==> config.mk <==
export PLATFORM = sky130hd
export DESIGN_NAME = db_lcu_ram_arb_flat
export DESIGN_NICKNAME = d
export VERILOG_FILES = /design/src/rtl/db_lcu_ram_arb_if.sv /design/src/rtl/db_lcu_ram_arb.sv /design/src/flat_wrapper.sv
export SDC_FILE = /design/constraint.sdc
export NUM_CORES = 1
export LEC_CHECK = 0
export CAP_MARGIN = 20
export CORE_AREA = 5 5 259 261
export CTS_CLUSTER_DIAMETER = 30
export DETAILED_ROUTE_END_ITERATION = 10
export DIE_AREA = 0 0 264 266
export DONT_BUFFER_PORTS = 1
export PLACE_DENSITY_LB_ADDON = 0.12
export SKIP_CTS_REPAIR_TIMING = 1
export SLEW_MARGIN = 25
export SYNTH_ARGS = -nofsm -noshare
export SYNTH_HDL_FRONTEND = slang
export SYNTH_SLANG_ARGS = --single-unit
export TNS_END_PERCENT = 100
==> constraint.sdc <==
create_clock -name clk -period 1.8 [get_ports clk]
set_clock_uncertainty 0.2 [all_clocks]
set_input_delay 0.27 -clock clk [delete_from_list [all_inputs] [get_ports clk]]
set_output_delay 0.27 -clock clk [all_outputs]
set_load 0.01 [all_outputs]
### Met1 routing

Drawn at 2 px/µm. Supply wires on this layer in gray.
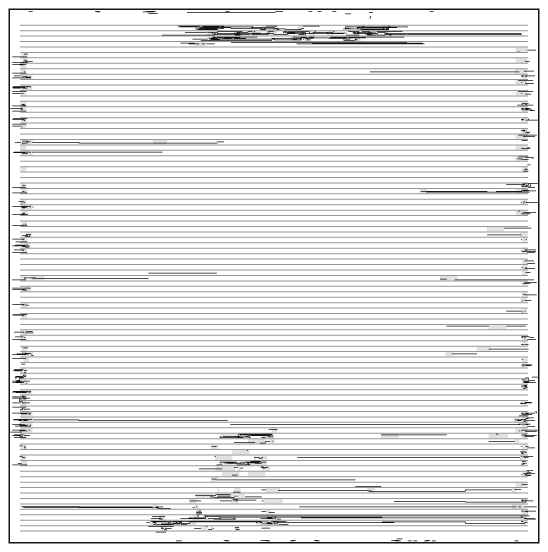
The wires run mostly horizontal. 347 nets have wire on it.
met1 usage: 0.0232
final WL: 17500 µm

### I/O nets highlighted

Drawn at 1 px/µm.
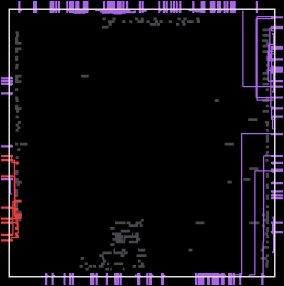
Key: bus_rdata_i = purple [direction input, edge 55 north, 41 south, 26 east, 6 west, end cells 0, buffers 0, wire 1720 µm]; bus_addr_o = red [direction output, edge west, end cells 8, buffers 0, wire 214 µm]
count of buffers from port buffering: 0
I/O pin cnt: 677

### Cell classes on the final placement

Drawn at 1.5 px/µm.
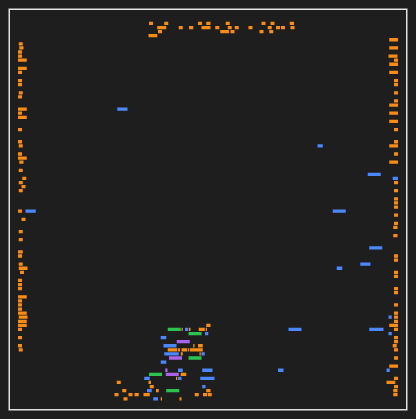
Key: other buffers and delay cells = blue [cells 30, share of their area 20%]; flops = green [cells 5, share of their area 5.5%]; all other logic = orange [cells 157, share of their area 71%]; clock drivers and dummy loads = purple [cells 4, share of their area 3.5%]
design area: 3340 µm²
core area: 64200 µm²

### Cell area per tile

Drawn at 1.5 px/µm. 26 x 27 tiles, from dark blue (low) to red (high), 0 to 100% covered.
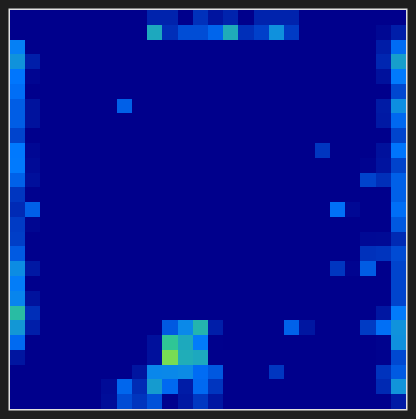
The densest ninth of the die: south. 81% of the tiles are nearly empty. The fullest tile reaches 58%. The emptiest ninth of the die: center.
final core occ: 0.0520
Init Core Util: 0.0415

### Placed standard cells

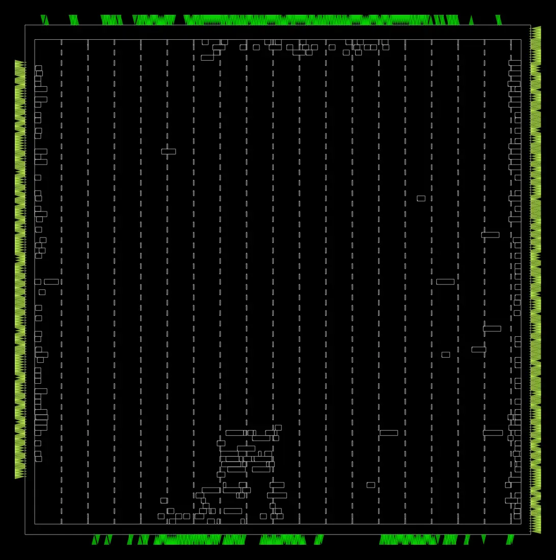
Finished Layout Cells: 1054
# rows: 93
# Taps: 855

==> results.cfg <==
; implementation run metrics
[placement]
place_congestion = 0.646

[floorplanning]
die-area_um2 = 70200
die-width_um = 264

[global_route]
antenna_found_initial = 2
busiest_layer = met2
grt_pass1_vias = 2385

[synth]
synth_nets = 729
syn_area_um2 = 2670
syn_inst = 321
synth-main-ff-cell = dfrtp_1
muxShareOfSynthArea = 0.00376
ys_top_logic_family = buffers and inverters
common_cells = buf_4, a22o_1, buf_6, dfrtp_1, nor2_1
ys_cells = 321
ys_sh_xor = 0.00329

[route]
drc = 0
met3_length_um = 2020
highest_layer = met4

[layout]
buf_share = 0.137
clkbuf_count = 4
largest_reg_flops = 3
clkCellAreaFrac = 0.0236
inverters_excl_clock = 3
antenna_cells = 3
final_common_cell = a22o_1

[timing]
fmax_ghz = 0.440
timing.final.ws_setup_ns = -0.472
setup_violations = 139
worst_pin_slew_ns = 0.360

[run]
cap_violations = 0

[worst_setup_path]
arrival_ns = 1.80
crit_required_ns = 1.33
cpPeakStageDelay_ns = 0.37

[status]
violations = setup timing
outcome = finished with violations

[power_and_ir_drop]
p_total_mw = 1.15
powerComb_mw = 0.656
p_per_area_nw_per_um2 = 343
p_seq_frac = 0.109

[clock_network]
clock-root-buffer = clkbuf_16
